**config.mk**
```make
export PLATFORM = sky130hd
export DESIGN_NAME = div_root_arbiter
export DESIGN_NICKNAME = d
export VERILOG_FILES = /design/src/rtl/div_root_arbiter.sv
export SDC_FILE = /design/constraint.sdc
export NUM_CORES = 1
export LEC_CHECK = 0
export ABC_AREA = 0
export CAP_MARGIN = 15
export CORE_AREA = 8 8 69 101
export DETAILED_ROUTE_END_ITERATION = 10
export DIE_AREA = 0 0 77 109
export PLACE_DENSITY = 0.79
export RECOVER_POWER = 100
export REMOVE_ABC_BUFFERS = 1
export SLEW_MARGIN = 40
export SYNTH_ARGS = -nofsm -noshare
export SYNTH_HDL_FRONTEND = slang
export SYNTH_SLANG_ARGS = --single-unit
```
**constraint.sdc**
```tcl
create_clock -name clk -period 2.2 [get_ports clk]
set_clock_uncertainty 0.1 [all_clocks]
set_input_delay 0.44 -clock clk [delete_from_list [all_inputs] [get_ports clk]]
set_output_delay 0.44 -clock clk [all_outputs]
set_load 0.05 [all_outputs]
```
**src/rtl/div_root_arbiter.sv**
```systemverilog
// div_root_arbiter: round-robin arbiter that shares one divide / n-th root core
// between two requesters (A, B), issues a one-cycle start pulse, waits for
// the result under a timeout and returns a tagged response.
//
// Ports:
//   clk, rst                       clock, synchronous active-high reset
//   a_valid/a_ready/a_mode/a_data_1/a_data_2   requester A (ready is combinational)
//   b_valid/b_ready/b_mode/b_data_1/b_data_2   requester B (ready is combinational)
//   core_in_valid/mode/data_1/data_2           start pulse + latched operands
//   core_out_valid/core_out_data               core result (10.10 fixed point)
//   rsp_valid/rsp_id/rsp_data/rsp_err          one-cycle tagged response
//   busy                                       high whenever not idle
module div_root_arbiter #(
   parameter int unsigned TIMEOUT = 1000,
   parameter int unsigned CNT_W   = 10
) (
   input  logic        clk,
   input  logic        rst,
   input  logic        a_valid,
   output logic        a_ready,
   input  logic        a_mode,
   input  logic [9:0]  a_data_1,
   input  logic [2:0]  a_data_2,
   input  logic        b_valid,
   output logic        b_ready,
   input  logic        b_mode,
   input  logic [9:0]  b_data_1,
   input  logic [2:0]  b_data_2,
   output logic        core_in_valid,
   output logic        core_in_mode,
   output logic [9:0]  core_in_data_1,
   output logic [2:0]  core_in_data_2,
   input  logic        core_out_valid,
   input  logic [19:0] core_out_data,
   output logic        rsp_valid,
   output logic        rsp_id,
   output logic [19:0] rsp_data,
   output logic        rsp_err,
   output logic        busy
);

   localparam int unsigned D1_W  = 10;
   localparam int unsigned D2_W  = 3;
   localparam int unsigned RES_W = 20;

   typedef enum logic [1:0] {S_IDLE, S_ISSUE, S_WAIT, S_RESP} state_t;

   state_t            state, state_nxt;
   logic              last_grant;
   logic              id_q;
   logic [CNT_W-1:0]  cnt;
   logic              timeout_hit;

   logic              a_win, b_win, accept, acc_id, acc_mode;
   logic [D1_W-1:0]   acc_d1;
   logic [D2_W-1:0]   acc_d2;

   assign timeout_hit = (cnt == CNT_W'(TIMEOUT - 1));

   // State register
   always_ff @(posedge clk) begin
      if (rst) state <= S_IDLE;
      else     state <= state_nxt;
   end

   // Next-state logic
   always_comb begin
      state_nxt = state;
      case (state)
         S_IDLE:  if (accept) state_nxt = (acc_d2 == '0) ? S_RESP : S_ISSUE;
         S_ISSUE: state_nxt = S_WAIT;
         S_WAIT:  if (core_out_valid || timeout_hit) state_nxt = S_RESP;
         S_RESP:  state_nxt = S_IDLE;
         default: state_nxt = S_IDLE;
      endcase
   end

   // Grant / ready decode; on a tie the requester not granted last time wins
   always_comb begin
      a_win    = a_valid && (!b_valid || last_grant);
      b_win    = b_valid && !a_win;
      a_ready  = (state == S_IDLE) && a_win;
      b_ready  = (state == S_IDLE) && b_win;
      accept   = a_ready || b_ready;
      acc_id   = b_ready;
      acc_mode = b_ready ? b_mode   : a_mode;
      acc_d1   = b_ready ? b_data_1 : a_data_1;
      acc_d2   = b_ready ? b_data_2 : a_data_2;
   end

   // Operand latches, latency counter and registered outputs
   always_ff @(posedge clk) begin
      if (rst) begin
         last_grant     <= 1'b1;
         id_q           <= 1'b0;
         cnt            <= '0;
         core_in_valid  <= 1'b0;
         core_in_mode   <= 1'b0;
         core_in_data_1 <= '0;
         core_in_data_2 <= '0;
         rsp_valid      <= 1'b0;
         rsp_id         <= 1'b0;
         rsp_data       <= '0;
         rsp_err        <= 1'b0;
         busy           <= 1'b0;
      end else begin
         core_in_valid <= (state_nxt == S_ISSUE);
         rsp_valid     <= (state_nxt == S_RESP);
         busy          <= (state_nxt != S_IDLE);

         if (accept) begin
            last_grant     <= acc_id;
            id_q           <= acc_id;
            core_in_mode   <= acc_mode;
            core_in_data_1 <= acc_d1;
            core_in_data_2 <= acc_d2;
            // Zero divisor / root order: answer immediately, core untouched
            if (acc_d2 == '0) begin
               rsp_id   <= acc_id;
               rsp_data <= '0;
               rsp_err  <= 1'b1;
            end
         end

         if (state == S_ISSUE) cnt <= '0;

         if (state == S_WAIT) begin
            if (core_out_valid) begin
               rsp_id   <= id_q;
               rsp_data <= core_out_data;
               rsp_err  <= 1'b0;
            end else if (timeout_hit) begin
               rsp_id   <= id_q;
               rsp_data <= RES_W'(0);
               rsp_err  <= 1'b1;
            end else begin
               cnt <= cnt + CNT_W'(1);
            end
         end
      end
   end

endmodule
```
==> run_1/layers.png <==
Scale: 4 px per um. Only two layers are drawn.
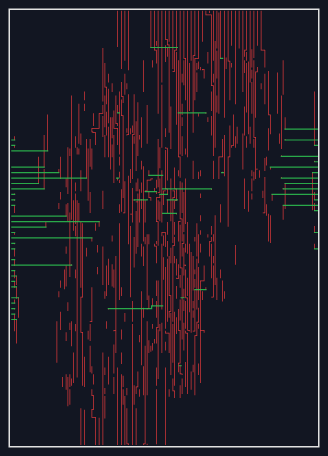
red -> M2  # wire length 3,310 um
green -> M3  # wire length 305 um
per-cell routed wire length: 15.0 um
Via Count: 2,145
Tot GR Track Use: 0.147
final WL: 6.23 mm

==> run_1/util_map.png <==
Scale: 2 px per um. The die is cut into 8 by 11 equal tiles; white is low, dark blue is high, 0 to 100% covered.
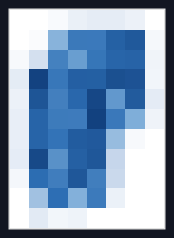
emptiest ninth of the die = bottom right
tiles over 75% full = 26%
mean over tiles = 40%
fullest tile = 93%
Initial Utilization: 0.410
final core occ: 0.618
core area: 5620 um2

==> results_slide.txt, run 1 <==
Synthesis and Place & Route Summary

Timing
  • RSZ-0062 raised after global routing: no
  • Max-slew violation count: 0
  • Worst hold margin: 0.358 ns
  • Setup TNS: 0 ns
  • Final setup fails: 0
  • Setup slack after layout: 0.0877 ns
  • Crit path time final: 2.11 ns
  • Max-slew headroom: 0.635
  • Final Cycle Share: 0.960

Floorplan
  • Ports: 94
  • Site Rows: 34

Worst setup path
  • Crit-path slowest cell: clkdlybuf4s50_1
  • Origin of the critical flop-to-flop path: cnt[0]$_SDFF_PP0_
  • Critical path, cell by cell: clkdlybuf4s50_1 -> buf_4 -> nand2b_1 -> and3_1 -> clkbuf_2
  • Critical R2R Capture: cnt[7]$_SDFF_PP0_
  • Critical Path Sink: a_ready
  • Crit path DRT: 1.66 ns
  • Slowest cell delay on critical path: 0.42 ns
  • Worst reg2reg path depth: 7
  • Worst Setup SP: b_valid
  • Critical path depth: 5
  • Critical-path maximum fanout: 5
  • Critical path type: primary input to output pin
  • Setup crit end kind: output pin
  • Worst Path Arrival: 1.57 ns

Power
  • Top Consumer: combinational logic
  • Power Clock: 0.680 mW
  • Seq pwr: 1.22 mW
  • Power share of the combinational group: 0.471
  • Internal: 2.08 mW
  • Total design power: 3.59 mW
  • Sequential Power Share: 0.339
  • Pwr Density: 1030 nW/um2
  • Clock power share: 0.190
  • Switching part of the total: 0.421

Synthesis
  • Area leader share: 0.461
  • Yosys simple share: 0.181
  • Cell variety after synth: 44
  • Synth logic family: AND-OR/OR-AND gates
  • Area fraction in mux cells: 0.0657
  • Cells in synth_stat.txt: 240
  • Seq share, synth: 0.461
  • Post-synth ARST share: 0
  • Post-synth area hogs: dfxtp_1 (46%), a22o_1 (7.6%), mux2i_1 (6.1%), nor2_1 (4.7%), a211oi_1 (4.6%)
  • Yosys reg bits: 53
  • Post-synth EDFFs: 0
  • Most instantiated library cell after synthesis: dfxtp_1
  • Mapped Area: 2300 um2
  • Commonest cells in the netlist: dfxtp_1 (53), nor2_1 (29), a22o_1 (20)
  • Synth area leader: dfxtp_1
  • Synth Area in Adders: 0.0272

CTS
  • CTS Buffer Depth: 2
  • Clock transition at path regs: 0.09 ns
  • Total clock sinks: 53
  • CTS root buffer: clkbuf_8
  • Clock Latency Late Sink: 0.31 ns
  • Post-cts sizing count: 0
  • H-tree depth: 2
  • Post-CTS Setup Inserts: 0
  • CTS Buf Count: 5

Final layout
  • Layout cells sized above 1: 0.0877
  • Fill cell count: 492
  • Top reg by flops: rsp_data
  • Max reg flops: 20
  • Signal inverters: 4
  • Flop share of the area: 0.306
  • Gate Area: 1160 um2
  • Final clock-cell share: 0.0342
  • Biggest regs: rsp_data (20), cnt (10), core_in_data_1 (10)
  • Post-route cell area: 3470 um2
  • Most frequent cells in the layout: dfxtp_1 (53), clkdlybuf4s50_1 (52), dlygate4sd3_1 (39)
  • Largest cell class: logic gates
  • Non-clk buf share: 0.294
  • Post-layout net count: 399
  • Most numerous logic cell after layout: dfxtp_1
  • Synth-to-layout area growth: 50.7%

Placement
  • Post-placement cell count: 406
  • Post-DP HPWL: 4.85 mm
  • Pre-CTS setup slack: -0.145 ns
  • Port bufs: 93
  • Placer Congestion: 0.853
  • Placed Area: 3390 um2

Global routing
  • Initial antenna violation count: 0
  • Largest net degree at the start of global routing: 28
  • Vias in the first global route: 2,162
  • First-pass GRT wire length: 10.3 mm

Worst hold path
  • Startpoint of the worst hold path: id_q$_SDFFE_PP0N_
  • Worst hold path class: flip-flop to flip-flop
  • Hold path depth: 2

Flow run
  • Tool Warnings: 28
  • Max cap viols: 0

Route
  • Max Used Layer: met4
  • Violation tally from detailed-route iteration zero: 106
  • Post-route ant nets: 0
  • Met3 routed WL: 304 um
  • Drt pass-1 iters: 4
  • DRC: 0
  • Met2 wire len: 3.31 mm
  • Routed length on met1: 2.48 mm

Run status
  • Status: finished clean
==> run_1/congestion_map.png <==
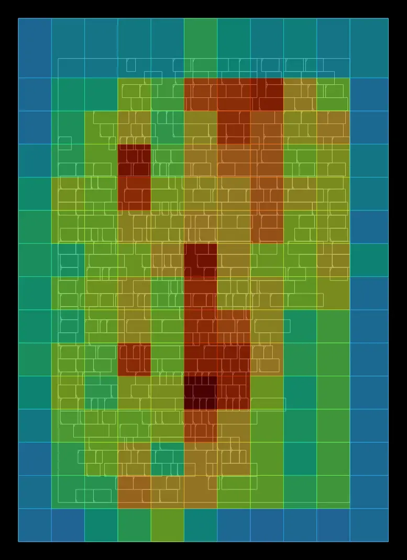
met1 Resource Use GR: 0.160
GR Util met2: 0.263
grt peak-use layer: met2
met3 global-route usage: 0.0396

==> run_1/floorplan.png <==
Scale: 4 px per um. Pins as bars on the die edge.
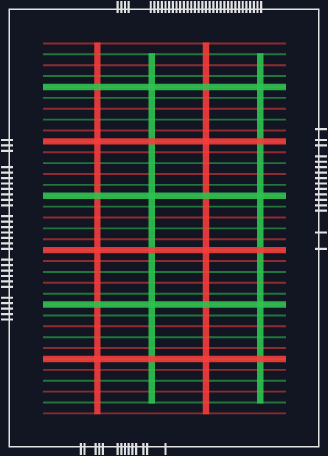
green -> VDD
red -> VSS
signal pins = 94
met1 rails = 35
met4 straps = 4
worst ir drop on vdd: 0.689 mV
die height: 109 um
die width: 77 um

==> run_1/clock_wires.png <==
Scale: 4 px per um.
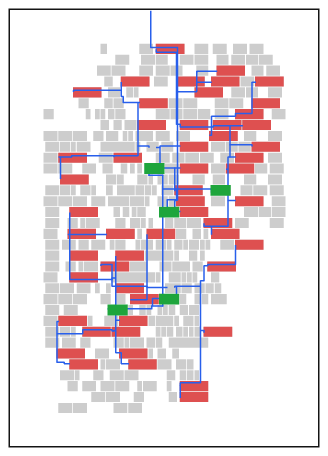

==> run 2, diff against run 1 <==
Settings changed: CORE_AREA 8 8 69 101 to 3 3 64 96, DIE_AREA 0 0 77 109 to 0 0 67 99, HOLD_SLACK_MARGIN set to 0.1, SETUP_SLACK_MARGIN set to 0.5.
==> run_2/clock_wires.png <==
Scale: 6 px per um.
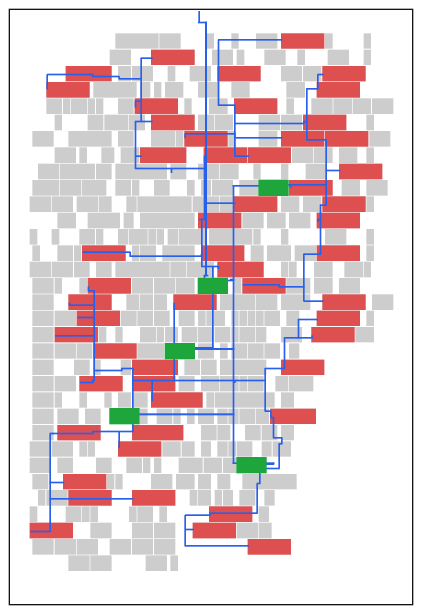
green -> clock-net drivers  # count 5
blue -> clock wires  # length 629 um
red -> flip-flops  # count 53
flops lie = widely spread
Power Clock: 0.573 mW
Clock Latency Late Sink: 0.32 ns
clock power share: 0.151

==> run 2 against run 1 <==
Worst hold slack improved by 0.039 ns. Sequential share of layout area decreased by 0.78 points. Wire length increased by 12%. Count of clock-buffer cells in the layout unchanged. Global-route usage increased by 5.0 points. Via count increased by 8.3%. Register-to-register slack improved by 0.04 ns. Final area increased by 4.0%. Cell count increased by 4.3%. First-iteration DRC count increased by 2.8%. Clock power decreased by 16%. Worst setup slack improved by 0.15 ns. Largest power group unchanged.
==> results_slide.txt, run 2 <==
Synthesis and Place & Route Summary

Run status
  • Status: finished clean

Floorplan
  • Core area: 5450 um2
  • Site Rows: 33
  • Die height: 99 um
  • Die width: 67 um
  • Ports: 94
  • Initial Utilization: 0.423

Final layout
  • Top reg by flops: rsp_data
  • Diode count: 0
  • Layout cells sized above 1: 0.243
  • Most frequent cells in the layout: dfxtp_1 (46), clkdlybuf4s50_1 (46), clkbuf_1 (38)
  • Max reg flops: 20
  • Largest cell class: logic gates
  • Flop share of the area: 0.298
  • Signal inverters: 4
  • Post-route cell area: 3610 um2
  • Fill cell count: 441
  • Final clock-cell share: 0.0250
  • Biggest regs: rsp_data (20), cnt (10), core_in_data_1 (10)
  • Non-clk buf share: 0.271
  • Final core occ: 0.662
  • Post-layout net count: 419
  • Register area: 1070 um2
  • Gate Area: 1360 um2
  • Synth-to-layout area growth: 56.7%
  • Final non-filler cell total: 432
  • Seq_cells: 53

Worst setup path
  • Crit path DRT: 2.35 ns
  • Critical-path maximum fanout: 5
  • Startpoint Class: flip-flop
  • Critical path, cell by cell: buf_6 -> ha_4 -> buf_6 -> nor2b_1 -> o31ai_4 -> or3_1 -> a31oi_1
  • Most frequent CP cell: buf_6
  • Worst Setup SP: state[1]$_SDFF_PP0_
  • Worst reg2reg path depth: 7
  • Setup crit end kind: flip-flop
  • Origin of the critical flop-to-flop path: state[1]$_SDFF_PP0_
  • Critical path depth: 7
  • Critical path buffers and inverters: 2
  • Critical Path Sink: cnt[3]$_SDFF_PP0_
  • Worst Path Arrival: 2.11 ns
  • Crit-path slowest cell: nor2b_1
  • Slowest cell delay on critical path: 0.38 ns
  • Setup slack, reg-to-reg: 0.24 ns
  • Critical path type: flip-flop to flip-flop
  • Critical R2R Capture: cnt[3]$_SDFF_PP0_

Route
  • Max Used Layer: met4
  • Met2 wire len: 3.85 mm
  • Drt pass-1 iters: 4
  • DRC: 0
  • Post-route ant nets: 0
  • Met3 routed WL: 357 um
  • Routed length on met1: 2.64 mm
  • Final WL: 6.97 mm
  • Violation tally from detailed-route iteration zero: 109
  • Per-cell routed wire length: 16.1 um
  • Via Count: 2,323

CTS
  • CTS tree: built
  • CTS Buffer Depth: 2
  • Total clock sinks: 53
  • CTS root buffer: clkbuf_8
  • Post-CTS Setup Inserts: 7
  • Post-cts sizing count: 155
  • Clock transition at path regs: 0.10 ns
  • H-tree depth: 2
  • CTS Buf Count: 5

Worst hold path
  • Hold path depth: 1
  • Worst hold path class: flip-flop to flip-flop
  • Startpoint of the worst hold path: rsp_data[8]$_SDFF_PP0_

Power
  • Internal: 2.10 mW
  • Switching part of the total: 0.444
  • Power share of the combinational group: 0.520
  • Total design power: 3.79 mW
  • Seq pwr: 1.25 mW
  • Sequential Power Share: 0.329
  • Top Consumer: combinational logic
  • Worst ir drop on vdd: 0.664 mV
  • P_comb: 1.97 mW
  • Pwr Density: 1050 nW/um2

Placement
  • Placed Area: 3380 um2
  • Post-DP HPWL: 4.50 mm
  • Post-placement cell count: 403
  • Pre-CTS setup slack: -0.120 ns
  • Placer Congestion: 0.837
  • Port bufs: 93

Synthesis
  • Synth Area in Adders: 0.0272
  • Synth area leader: dfxtp_1
  • Mapped Area: 2300 um2
  • Yosys simple share: 0.181
  • Post-synth area hogs: dfxtp_1 (46%), a22o_1 (7.6%), mux2i_1 (6.1%), nor2_1 (4.7%), a211oi_1 (4.6%)
  • Cell variety after synth: 44
  • XOR/XNOR Area Share: 0.00380
  • Area fraction in mux cells: 0.0657
  • Commonest cells in the netlist: dfxtp_1 (53), nor2_1 (29), a22o_1 (20)
  • Yosys chip area: 2300 um2
  • Most instantiated library cell after synthesis: dfxtp_1
  • Post-synth ARST share: 0
  • Mean Syn Cell Area: 9.60 um2
  • Yosys reg bits: 53
  • Post-synth EDFFs: 0
  • Cells in synth_stat.txt: 240
  • Seq share, synth: 0.461
  • Area leader share: 0.461
  • Synth logic family: AND-OR/OR-AND gates
  • Top FF cell, synth: dfxtp_1

Timing
  • Max-slew violation count: 0
  • Setup slack after layout: 0.238 ns
  • Max-slew headroom: 0.549
  • Final setup fails: 0
  • Crit path time final: 1.96 ns
  • Setup TNS: 0 ns
  • Worst hold margin: 0.397 ns
  • Final Cycle Share: 0.892
  • RSZ-0062 raised after global routing: yes

Global routing
  • Grt peak-use layer: met2
  • Met3 global-route usage: 0.0342
  • First-pass GRT wire length: 10.3 mm
  • Largest net degree at the start of global routing: 37
  • Overflow after GRT: 0
  • Met1 Resource Use GR: 0.214
  • Vias in the first global route: 2,249
  • Tot GR Track Use: 0.197
  • Initial antenna violation count: 0
  • GR Util met2: 0.364

Flow run
  • Tool Warnings: 30
  • Max cap viols: 0
==> run_2/congestion_map.png <==
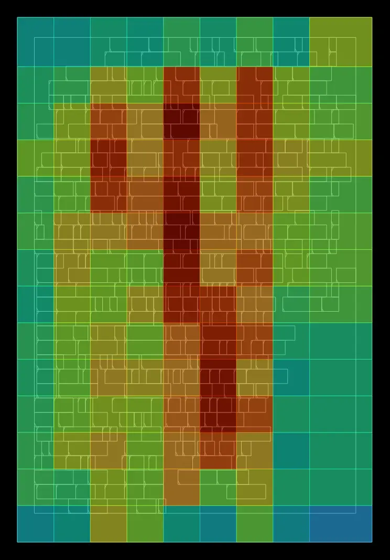

==> run 3, diff against run 2 <==
Settings changed: CORE_AREA 3 3 64 96 to 3 3 89 70, DIE_AREA 0 0 67 99 to 0 0 92 73.
==> run_3/congestion_map.png <==
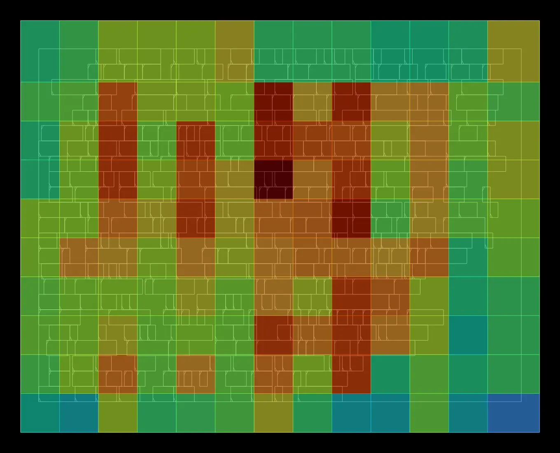
Tot GR Track Use: 0.213
GR Util met2: 0.358
met3 global-route usage: 0.0619
met1 Resource Use GR: 0.268
per-cell routed wire length: 17.6 um

==> run 3 against run 2 <==
Final area increased by 1.0%. Via count up 2.6%. Flip-flop count unchanged. First-iteration DRC count grew 56%. Maximum frequency decreased by 2.4%. Worst hold slack lost 0.020 ns. Global-route usage grew 1.6 points. Sequential share of layout area down 0.34 points.
==> results_slide.txt, run 3 <==
Synthesis and Place & Route Summary

Placement
  • Pre-CTS setup slack: -0.110 ns
  • Port bufs: 93
  • Placer Congestion: 0.904
  • Post-DP HPWL: 4.67 mm
  • Post-placement cell count: 409
  • Placed Area: 3400 um2

Flow run
  • Tool Warnings: 30

Global routing
  • Largest net degree at the start of global routing: 28
  • First-pass GRT wire length: 11.3 mm
  • Overflow after GRT: 0
  • Initial antenna violation count: 0
  • Vias in the first global route: 2,236
  • Grt peak-use layer: met2

Power
  • Pwr Density: 1070 nW/um2
  • Total design power: 3.92 mW
  • Worst ir drop on vdd: 0.633 mV
  • P_comb: 1.99 mW
  • Power share of the combinational group: 0.507
  • Internal: 2.23 mW
  • Sequential Power Share: 0.315
  • Top Consumer: combinational logic
  • Seq pwr: 1.23 mW
  • Clock power share: 0.178
  • Switching part of the total: 0.430

Final layout
  • Gate Area: 1330 um2
  • Post-route cell area: 3650 um2
  • Most frequent cells in the layout: dfxtp_1 (47), clkdlybuf4s50_1 (45), clkbuf_1 (39)
  • Final clock-cell share: 0.0329
  • Final non-filler cell total: 439
  • Fill cell count: 435
  • Post-layout net count: 421
  • Biggest regs: rsp_data (20), cnt (10), core_in_data_1 (10)
  • Most numerous logic cell after layout: dfxtp_1
  • Max reg flops: 20
  • Synth-to-layout area growth: 58.3%
  • Diode count: 0
  • Flop share of the area: 0.294
  • Non-clk buf share: 0.277
  • Register area: 1070 um2
  • Signal inverters: 4
  • Top reg by flops: rsp_data
  • Largest cell class: logic gates
  • Seq_cells: 53
  • Layout cells sized above 1: 0.220

Synthesis
  • Top FF cell, synth: dfxtp_1
  • Area leader share: 0.461
  • Cells in synth_stat.txt: 240
  • Seq share, synth: 0.461
  • XOR/XNOR Area Share: 0.00380
  • Yosys reg bits: 53
  • Post-synth area hogs: dfxtp_1 (46%), a22o_1 (7.6%), mux2i_1 (6.1%), nor2_1 (4.7%), a211oi_1 (4.6%)
  • Most instantiated library cell after synthesis: dfxtp_1
  • Mapped Area: 2300 um2
  • Synth area leader: dfxtp_1
  • Area fraction in mux cells: 0.0657
  • Cell variety after synth: 44
  • Post-synth EDFFs: 0
  • Yosys chip area: 2300 um2
  • Synth logic family: AND-OR/OR-AND gates
  • Post-synth ARST share: 0
  • Mean Syn Cell Area: 9.60 um2
  • Commonest cells in the netlist: dfxtp_1 (53), nor2_1 (29), a22o_1 (20)
  • Yosys simple share: 0.181
  • Synth Area in Adders: 0.0272

CTS
  • CTS Buffer Depth: 2
  • CTS tree: built
  • H-tree depth: 2
  • CTS root buffer: clkbuf_8
  • Clock Latency Late Sink: 0.32 ns
  • Post-CTS Setup Inserts: 13
  • Post-cts sizing count: 149
  • CTS Buf Count: 5
  • Clock transition at path regs: 0.10 ns
  • Total clock sinks: 53
  • Hold Buf Count CTS: 0

Timing
  • Setup TNS: 0 ns
  • Final setup fails: 0
  • Max-slew violation count: 0
  • Crit path time final: 2.01 ns
  • Final Cycle Share: 0.914
  • RSZ-0062 raised after global routing: yes
  • Worst hold margin: 0.377 ns
  • Max-slew headroom: 0.510
  • Setup slack after layout: 0.190 ns

Floorplan
  • Die height: 73 um
  • Ports: 94
  • Initial Utilization: 0.430
  • Die width: 92 um
  • Site Rows: 23
  • Core area: 5350 um2

Route
  • Final WL: 7.72 mm
  • Met2 wire len: 3.84 mm
  • Routed length on met1: 3.26 mm
  • DRC: 0
  • Via Count: 2,383
  • Met3 routed WL: 512 um
  • Max Used Layer: met4
  • Post-route ant nets: 0
  • Drt pass-1 iters: 4

Run status
  • Status: finished clean

Worst setup path
  • Startpoint Class: primary input
  • Setup slack, reg-to-reg: 0.26 ns
  • Critical path type: primary input to flip-flop
  • Critical-path maximum fanout: 6
  • Critical path, cell by cell: dlygate4sd3_1 -> buf_4 -> o21ai_2 -> and3b_1 -> a22o_1
  • Setup crit end kind: flip-flop
  • Slowest cell delay on critical path: 0.60 ns
  • Worst Setup SP: core_out_valid
  • Critical path buffers and inverters: 2
  • Crit path DRT: 2.37 ns
  • Critical Path Sink: rsp_data[1]$_SDFF_PP0_
  • Critical path depth: 5
  • Origin of the critical flop-to-flop path: cnt[0]$_SDFF_PP0_
  • Crit-path slowest cell: dlygate4sd3_1
  • Worst Path Arrival: 2.18 ns
  • Worst reg2reg path depth: 8

Worst hold path
  • Startpoint of the worst hold path: id_q$_SDFFE_PP0N_
  • Worst hold path class: flip-flop to flip-flop
  • Hold path depth: 2
Power figures rest on the tool's default switching activity, not on a simulated workload.
